**config.mk**
```make
export PLATFORM = sky130hd
export DESIGN_NAME = booth_seq_ctrl
export DESIGN_NICKNAME = d
export VERILOG_FILES = /design/src/rtl/booth_seq_ctrl.sv
export SDC_FILE = /design/constraint.sdc
export NUM_CORES = 1
export LEC_CHECK = 0
export ABC_AREA = 1
export CAP_MARGIN = 20
export CORE_MARGIN = 2
export CORE_UTILIZATION = 50
export CTS_CLUSTER_DIAMETER = 80
export CTS_CLUSTER_SIZE = 24
export DETAILED_ROUTE_END_ITERATION = 12
export MAX_ROUTING_LAYER = met4
export PLACE_DENSITY = 0.76
export SLEW_MARGIN = 40
export SYNTH_ARGS = -nofsm -noshare
export SYNTH_HDL_FRONTEND = slang
export SYNTH_HIERARCHICAL = 1
export SYNTH_SLANG_ARGS = --single-unit
```
**constraint.sdc**
```tcl
create_clock -name clk -period 2.74 [get_ports clk]
set_clock_uncertainty 0.15 [all_clocks]
set_input_delay 0.548 -clock clk [delete_from_list [all_inputs] [get_ports clk]]
set_output_delay 0.548 -clock clk [all_outputs]
set_load 0.01 [all_outputs]
```
**src/rtl/booth_seq_ctrl.sv**
```systemverilog
// Sequential radix-2 Booth multiplier: one step datapath plus the
// IDLE/ITER/DONE controller with valid/ready on operands and product.
module booth_multi #(
    parameter int N = 8
) (
    input  logic [N-1:0] i_a,
    input  logic [N-1:0] i_m,
    input  logic [N:0]   i_q,
    output logic [N-1:0] o_a,
    output logic [N:0]   o_q
);
    logic [N:0] w_ae;
    logic [N:0] w_me;
    logic [N:0] w_sum;

    assign w_ae = {i_a[N-1], i_a};
    assign w_me = {i_m[N-1], i_m};

    // The low N bits are the mod-2**N A+/-M; the extra top bit is the true
    // sign, so the arithmetic shift stays exact for -2**(N-1) operands.
    always_comb begin
        w_sum = w_ae;
        unique case (i_q[1:0])
            2'b01:   w_sum = w_ae + w_me;
            2'b10:   w_sum = w_ae - w_me;
            default: w_sum = w_ae;
        endcase
    end

    assign o_a = w_sum[N:1];
    assign o_q = {w_sum[0], i_q[N:1]};
endmodule

module booth_seq_ctrl #(
    parameter int N     = 8,
    parameter int CNT_W = 4
) (
    input  logic           clk,
    input  logic           rst,
    input  logic           in_valid,
    output logic           in_ready,
    input  logic [N-1:0]   mcand,
    input  logic [N-1:0]   mplier,
    input  logic           abort,
    output logic           out_valid,
    input  logic           out_ready,
    output logic [2*N-1:0] product,
    output logic           busy
);
    typedef enum logic [1:0] {
        S_IDLE,
        S_ITER,
        S_DONE
    } state_t;

    state_t           r_state;
    state_t           w_next;
    logic [N-1:0]     r_a;
    logic [N:0]       r_q;
    logic [N-1:0]     r_m;
    logic [CNT_W-1:0] r_cnt;
    logic [2*N-1:0]   r_product;

    logic             w_load;
    logic             w_step;
    logic             w_clear;
    logic             w_latch;
    logic [N-1:0]     w_a_out;
    logic [N:0]       w_q_out;

    booth_multi #(.N(N)) u_step (
        .i_a (r_a),
        .i_m (r_m),
        .i_q (r_q),
        .o_a (w_a_out),
        .o_q (w_q_out)
    );

    always_comb begin
        w_next  = r_state;
        w_load  = 1'b0;
        w_step  = 1'b0;
        w_clear = 1'b0;
        w_latch = 1'b0;
        unique case (r_state)
            S_IDLE: begin
                if (in_valid) begin
                    w_next = S_ITER;
                    w_load = 1'b1;
                end
            end
            S_ITER: begin
                if (abort) begin
                    w_next  = S_IDLE;
                    w_clear = 1'b1;
                end else begin
                    w_step = 1'b1;
                    if (r_cnt == CNT_W'(1)) begin
                        w_next  = S_DONE;
                        w_latch = 1'b1;
                    end
                end
            end
            S_DONE: begin
                // abort beats a same-cycle transfer
                if (abort) begin
                    w_next  = S_IDLE;
                    w_clear = 1'b1;
                end else if (out_ready) begin
                    w_next = S_IDLE;
                end
            end
            default: w_next = S_IDLE;
        endcase
    end

    always_ff @(posedge clk) begin
        if (rst) begin
            r_state   <= S_IDLE;
            r_a       <= '0;
            r_q       <= '0;
            r_m       <= '0;
            r_cnt     <= '0;
            r_product <= '0;
        end else begin
            r_state <= w_next;
            if (w_load) begin
                r_a   <= '0;
                r_q   <= {mplier, 1'b0};
                r_m   <= mcand;
                r_cnt <= CNT_W'(N);
            end
            if (w_step) begin
                r_a   <= w_a_out;
                r_q   <= w_q_out;
                r_cnt <= r_cnt - 1'b1;
            end
            if (w_latch) begin
                r_product <= {w_a_out, w_q_out[N:1]};
            end
            if (w_clear) begin
                r_a   <= '0;
                r_q   <= '0;
                r_cnt <= '0;
            end
        end
    end

    assign in_ready  = (r_state == S_IDLE);
    assign out_valid = (r_state == S_DONE);
    assign busy      = (r_state != S_IDLE);
    assign product   = r_product;
endmodule

```
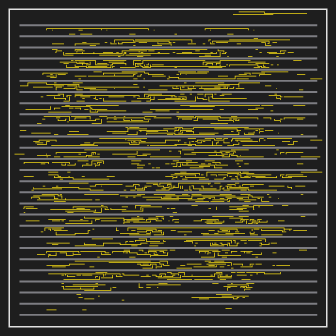
Run 1: metal 1
Supply wires on this layer in grey.
longest straight run: 38.2 um
nets with wire on the layer: 433
main direction: horizontal
share of all routed wire: 45%
wire length on this layer: 2810 um
met1 routing resource usage after global routing: 25.6%
total wire length: 6220 um
vias after detailed routing: 2491

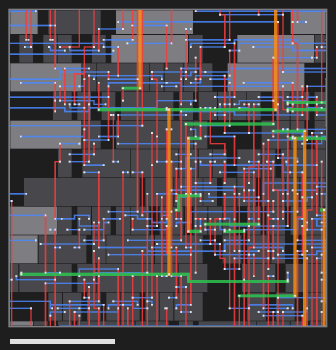
Run 1: close-up of the layout
Scale bar: 10 um. Region (24, 24) to (54, 54) um. Cells in grey, sequential cells in the stronger grey; small squares are vias.
legend:
  red:
    layer: met2
  green:
    layer: met3
  blue:
    layer: met1
  orange:
    layer: met4
sequential cells in the window: 7
most frequent: nand2_1 (28), inv_1 (10), a21oi_1 (7)
cells with their middle in the window: 95
netlist names of flops here include: `r_a` (4)

==> flow_summary.ini, run 1 <==
; yosys + openroad results
[outcome]
outcome = completed

[yosys]
library_cells_used_by_synthesis = 33
yosys-stat-area_sq_um = 2680
simple_gate_share_pct = 32.1
synth.top_cells.by_area = sky130_fd_sc_hd__dfxtp_1 35%, sky130_fd_sc_hd__nand2_1 14%, sky130_fd_sc_hd__nor2_1 9.0%

[routing]
avgViaCountPerCell = 4.97
first_iter_violations = 189

[placement]
dp_hpwl_um = 4300
pre_cts_slack_ns = 0.0260

[pwr]
reported_sequential_group_power_uw = 752

[layout]
combAreaFraction_pct = 46.5
antenna_cells = 0
seq_area_sq_um = 942
buffer_count_excluding_the_clock_tree_in_the_final_layout = 46

[clock_tree]
cts_root_buffer = sky130_fd_sc_hd__clkbuf_8

[timing]
finalSetupViolations = 0
final_worst_setup_slack_ns = 0.140

[global_routing]
maximum_number_of_pins_on_one_net_before_global_route_repair = 26
first_global_vias = 2276

[worst_setup_path]
path_depth = 17
crit_end = r_a[6]
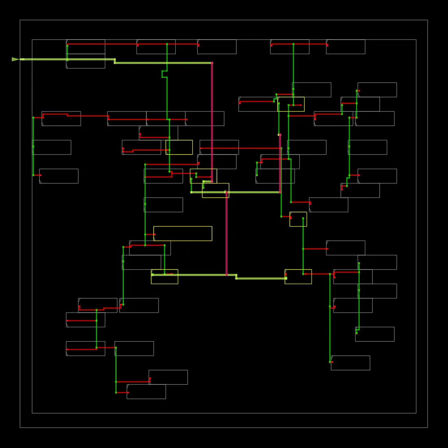
Run 1: clock nets
clock buffer count: 6
Flops: 47
Num Clock Sinks: 47
TritonCTS Buffers: 5
clock latency on the worst-skew pair: 0.30 ns

[run 1: placed cells by master, fill, tap and decap left out, drive strengths merged, types with 6 or more instances in the layout]
| cell type | netlist | layout |
|---|---|---|
| nor2 | 69 | 69 |
| inv | 45 | 46 |
| nand3 | 19 | 19 |
| ha | 16 | 16 |
| clkdlybuf4s50 | 0 | 39 |
| nand2 | 104 | 104 |
| o21ai | 33 | 33 |
| dfxtp | 47 | 47 |
| a21oi | 22 | 22 |
| clkbuf | 3 | 6 |
| buf | 14 | 7 |
[run 1: flip-flops by register name, summed over array words and instances (netlist names)]
register,cells
r_m,8
r_q,9
r_cnt,4
r_a,8
product,16
r_state,2
[run 1: per-layer routing]
metal  vias up  part of all wire (%)
li1       1298                     -
met1      1110                    45
met2        69                    48
met3        14                   4.8
met4         0                   1.7
met5         -                     0
==> run 2: changes to the inputs <==
--- a/config.mk
+++ b/config.mk
@@ -7,13 +7,16 @@
 export LEC_CHECK = 0
 export ABC_AREA = 1
 export CAP_MARGIN = 20
+export CELL_PAD_IN_SITES_DETAIL_PLACEMENT = 1
+export CELL_PAD_IN_SITES_GLOBAL_PLACEMENT = 1
 export CORE_MARGIN = 2
-export CORE_UTILIZATION = 50
+export CORE_UTILIZATION = 38
 export CTS_CLUSTER_DIAMETER = 80
 export CTS_CLUSTER_SIZE = 24
 export DETAILED_ROUTE_END_ITERATION = 12
 export MAX_ROUTING_LAYER = met4
-export PLACE_DENSITY = 0.76
+export PLACE_DENSITY = 0.8
+export SETUP_SLACK_MARGIN = 0.02
 export SLEW_MARGIN = 40
 export SYNTH_ARGS = -nofsm -noshare
 export SYNTH_HDL_FRONTEND = slang
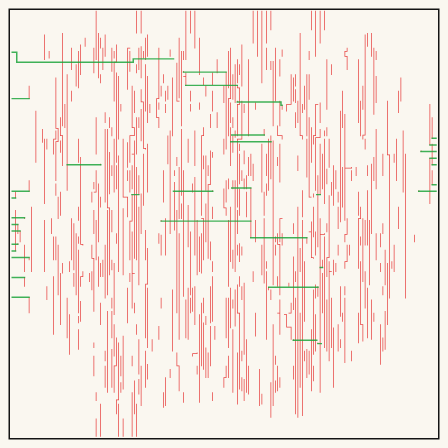
Run 2: routed metal, one colour a layer
Only two layers are drawn.
legend:
  green:
    layer: met3
    wire_length: 182 um
  red:
    layer: met2
    wire_length: 3680 um
total wire length: 7060 um
vias after detailed routing: 2539
GRT Util Overall: 19.4%

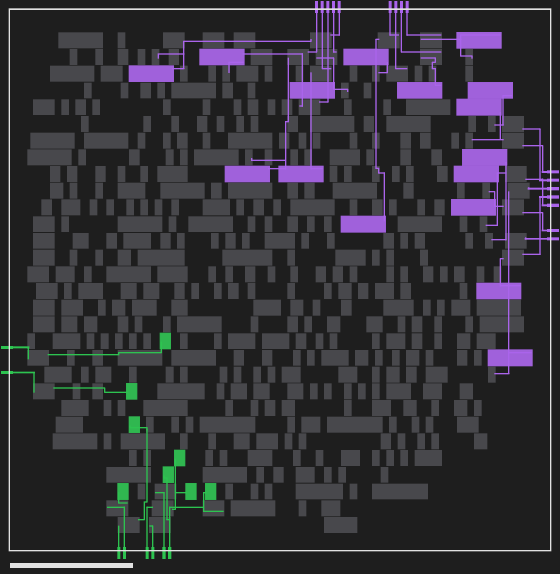
Run 2: wires at chosen ports, followed through buffers
Scale bar: 20 um.
legend:
  green:
    port: `mcand`
    direction: input
    edge: 6 south, 2 west
    end_cells: 8
    wire: 139 um
  purple:
    port: `product`
    direction: output
    edge: 9 north, 7 east
    end_cells: 16
    wire: 405 um
Port Buffer Count: 39
I/O pin cnt: 40

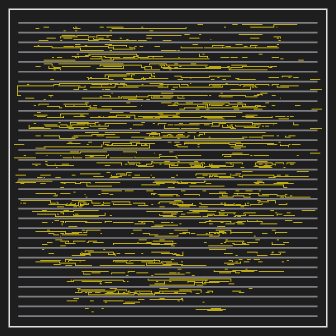
Run 2: metal 1
Supply wires on this layer in grey.
wire length on this layer: 3110 um
nets with wire on the layer: 441
longest straight run: 31.3 um
met1 routing resource usage after global routing: 22.6%

==> run 2 against run 1 <==
  * Global-route usage decreased by 2.1 points
  * Worst setup slack got worse by 0.058 ns
  * Routed wire length increased by 13%
  * Sequential cell count unchanged
  * Total power decreased by 4.6%
  * Die area increased by 30%
  * Critical path depth increased by 1
  * Synthesized cell count unchanged
==> flow_summary.ini, run 2 <==
; yosys + openroad results
[outcome]
outcome = completed

[routing]
first_iter_violations = 67
route.met3.wl_um = 182
wl_met1_um = 3110
final_antenna_net_count = 0
avgViaCountPerCell = 4.82
highest_layer = met4
route.met2.wl_um = 3680

[clock_tree]
insertion_delay_ns = 0.31
post-cts-setup-buffer-count = 0
cts_root_buffer = sky130_fd_sc_hd__clkbuf_8
cts.sinks = 47
cts_buffers = 5

[pwr]
ir_drop_mv = 0.262
intPower_uw = 1150
reported_sequential_group_power_uw = 753

[hold_path]
worst_hold_startpoint = r_q[0]

[yosys]
library_cells_used_by_synthesis = 33
yosys-stat-area_sq_um = 2680
synth.top_cells.by_area = sky130_fd_sc_hd__dfxtp_1 35%, sky130_fd_sc_hd__nand2_1 14%, sky130_fd_sc_hd__nor2_1 9.0%

[layout]
antenna_cells = 0
fillCellCount = 885
final_common_cell = sky130_fd_sc_hd__nand2_1
largest_reg_flops = 16
layout_top_cells = 96 x sky130_fd_sc_hd__nand2_1, 64 x sky130_fd_sc_hd__nor2_1, 45 x sky130_fd_sc_hd__dfxtp_1, 39 x sky130_fd_sc_hd__clkdlybuf4s50_1, 38 x sky130_fd_sc_hd__inv_1

[job]
maxCapViolCount = 0

[timing]
final_hold_viol_count = 0
finalSetupViolations = 0
whs_ns = 0.329
final_worst_setup_slack_ns = 0.0819

[worst_setup_path]
path_depth = 18
end_kind = flop
crit_end = product[15]
timing_worst_setup_path_type = flop to flop

[global_routing]
maximum_number_of_pins_on_one_net_before_global_route_repair = 26
first_global_vias = 2556

[floorplan]
die-width_um = 87.9

[placement]
dp_hpwl_um = 5250
pre_cts_slack_ns = 0.00688
place_congestion = 0.864
==> run 2: cell counts after synthesis <==
No cell type changed its count.
==> run 2: logic make-up after synthesis <==
kind of cell / Yosys count / synth area share (%)
xor gates and xnor gates: 7 / 2.29
and+or+nand+nor: 203 / 32.1
buffers and inverters: 62 / 10.6
adders and majority gates: 17 / 8.23
DFF: 47 / 35.2
AOI/OAI and AO/OA: 58 / 11.6
==> run 2: area by class of cell <==
type / instances / area [sq um] / share of cell area, %
well taps: 96 / 120 / 3.61
multi-input cells: 285 / 1550 / 46.7
flip-flops and latches: 47 / 943 / 28.4
clock inverters: 2 / 16.3 / 0.489
repair buffers: 46 / 443 / 13.3
clock buffers: 6 / 82.6 / 2.48
inverters: 45 / 169 / 5.08
==> run 3: changes to the inputs <==
--- a/config.mk
+++ b/config.mk
@@ -14,6 +14,7 @@
 export CTS_CLUSTER_DIAMETER = 80
 export CTS_CLUSTER_SIZE = 24
 export DETAILED_ROUTE_END_ITERATION = 12
+export GPL_ROUTABILITY_DRIVEN = 1
 export MAX_ROUTING_LAYER = met4
 export PLACE_DENSITY = 0.8
 export SETUP_SLACK_MARGIN = 0.02
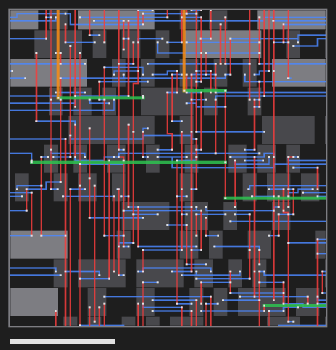
Run 3: close-up of the layout
Scale bar: 10 um. Region (29, 29) to (59, 59) um. Cells in grey, sequential cells in the stronger grey; small squares are vias.
legend:
  green:
    layer: met3
  red:
    layer: met2
  blue:
    layer: met1
  orange:
    layer: met4
netlist names of flops here include: `r_a` (3), `r_q` (2)
most frequent: nand2_1 (20), dfxtp_1 (7), inv_1 (6)
sequential cells in the window: 7
cells with their middle in the window: 65

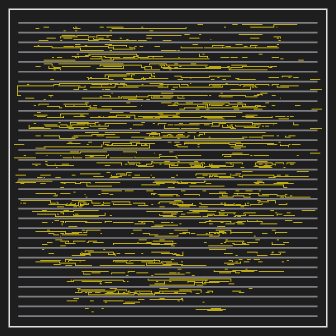
Run 3: metal 1
Supply wires on this layer in grey.
nets with wire on the layer: 441
longest straight run: 31.3 um

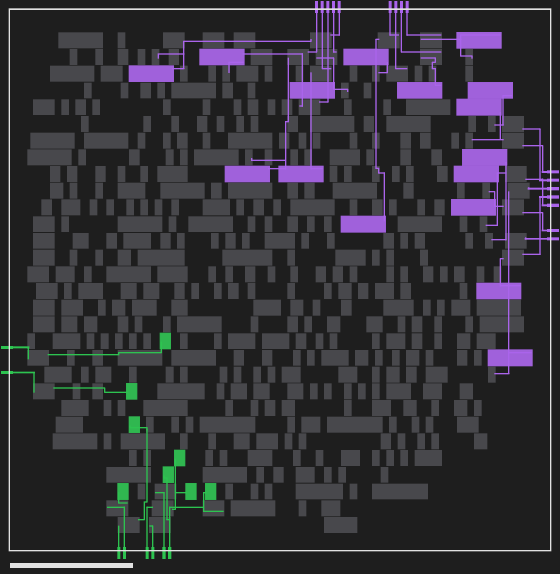
Run 3: wires at chosen ports, followed through buffers
Scale bar: 20 um.
legend:
  green:
    port: `mcand`
    direction: input
    edge: 6 south, 2 west
    end_cells: 8
    wire: 139 um
  purple:
    port: `product`
    direction: output
    edge: 9 north, 7 east
    end_cells: 16
    wire: 405 um

==> run 3 against run 2 <==
  * Sequential share of layout area is the same
  * Synthesized area is the same
  * First-iteration DRC count is the same
  * Critical path depth is the same
==> flow_summary.ini, run 3 <==
; yosys + openroad results
[global_routing]
first_global_vias = 2556
grt_util_met1_pct = 22.6

[yosys]
yosys.area_share.aoi_pct = 11.6
yosys-stat-area_sq_um = 2680
synthTopLogicFamily = simple AND/OR/NAND/NOR gates
synthMuxAreaShare_pct = 0
synth.top_cells.by_area = sky130_fd_sc_hd__dfxtp_1 35%, sky130_fd_sc_hd__nand2_1 14%, sky130_fd_sc_hd__nor2_1 9.0%

[layout]
seq_area_sq_um = 943
fillCellCount = 885
largest_reg_flops = 16
layout_top_cells = 96 x sky130_fd_sc_hd__nand2_1, 64 x sky130_fd_sc_hd__nor2_1, 45 x sky130_fd_sc_hd__dfxtp_1, 39 x sky130_fd_sc_hd__clkdlybuf4s50_1, 38 x sky130_fd_sc_hd__inv_1

[floorplan]
die-width_um = 87.9

[timing]
finalSetupViolations = 0
final_hold_viol_count = 0
whs_ns = 0.329

[clock_tree]
cts.sinks = 47
post-cts-setup-buffer-count = 0
cts_buffers = 5

[worst_setup_path]
timing_worst_setup_path_type = flop to flop
path_depth = 18

[outcome]
outcome = completed

[pwr]
ir_drop_mv = 0.262

[placement]
place_congestion = 0.864

[job]
maxCapViolCount = 0
==> run 3: cell counts after synthesis <==
Identical to the previous run, type by type.
==> run 3: per-layer routing <==
layer,wire length (um),part of all wire [%]
met1,3110,44
met2,3680,52
met3,182,2.6
met4,83,1.2
met5,0,0
==> run 3: final cells by class <==
| class | instances | area share (%) |
|---|---|---|
| Sequential cell | 47 | 28.4 |
| Clock inverter | 2 | 0.489 |
| Tap cell | 96 | 3.61 |
| Clock buffer | 6 | 2.48 |
| Multi-Input combinational cell | 285 | 46.7 |
| Inverter | 45 | 5.08 |
| Timing Repair Buffer | 46 | 13.3 |
==> run 3: cell families (layout without fill, tap and decap cells) <==
group	after synthesis	count (layout)
adders and majority gates	17	17
DFF	47	47
AOI/OAI and AO/OA	58	58
xor gates and xnor gates	7	7
and+or+nand+nor	203	203
buffers and inverters	62	99
Power and IR drop assume default switching activity.
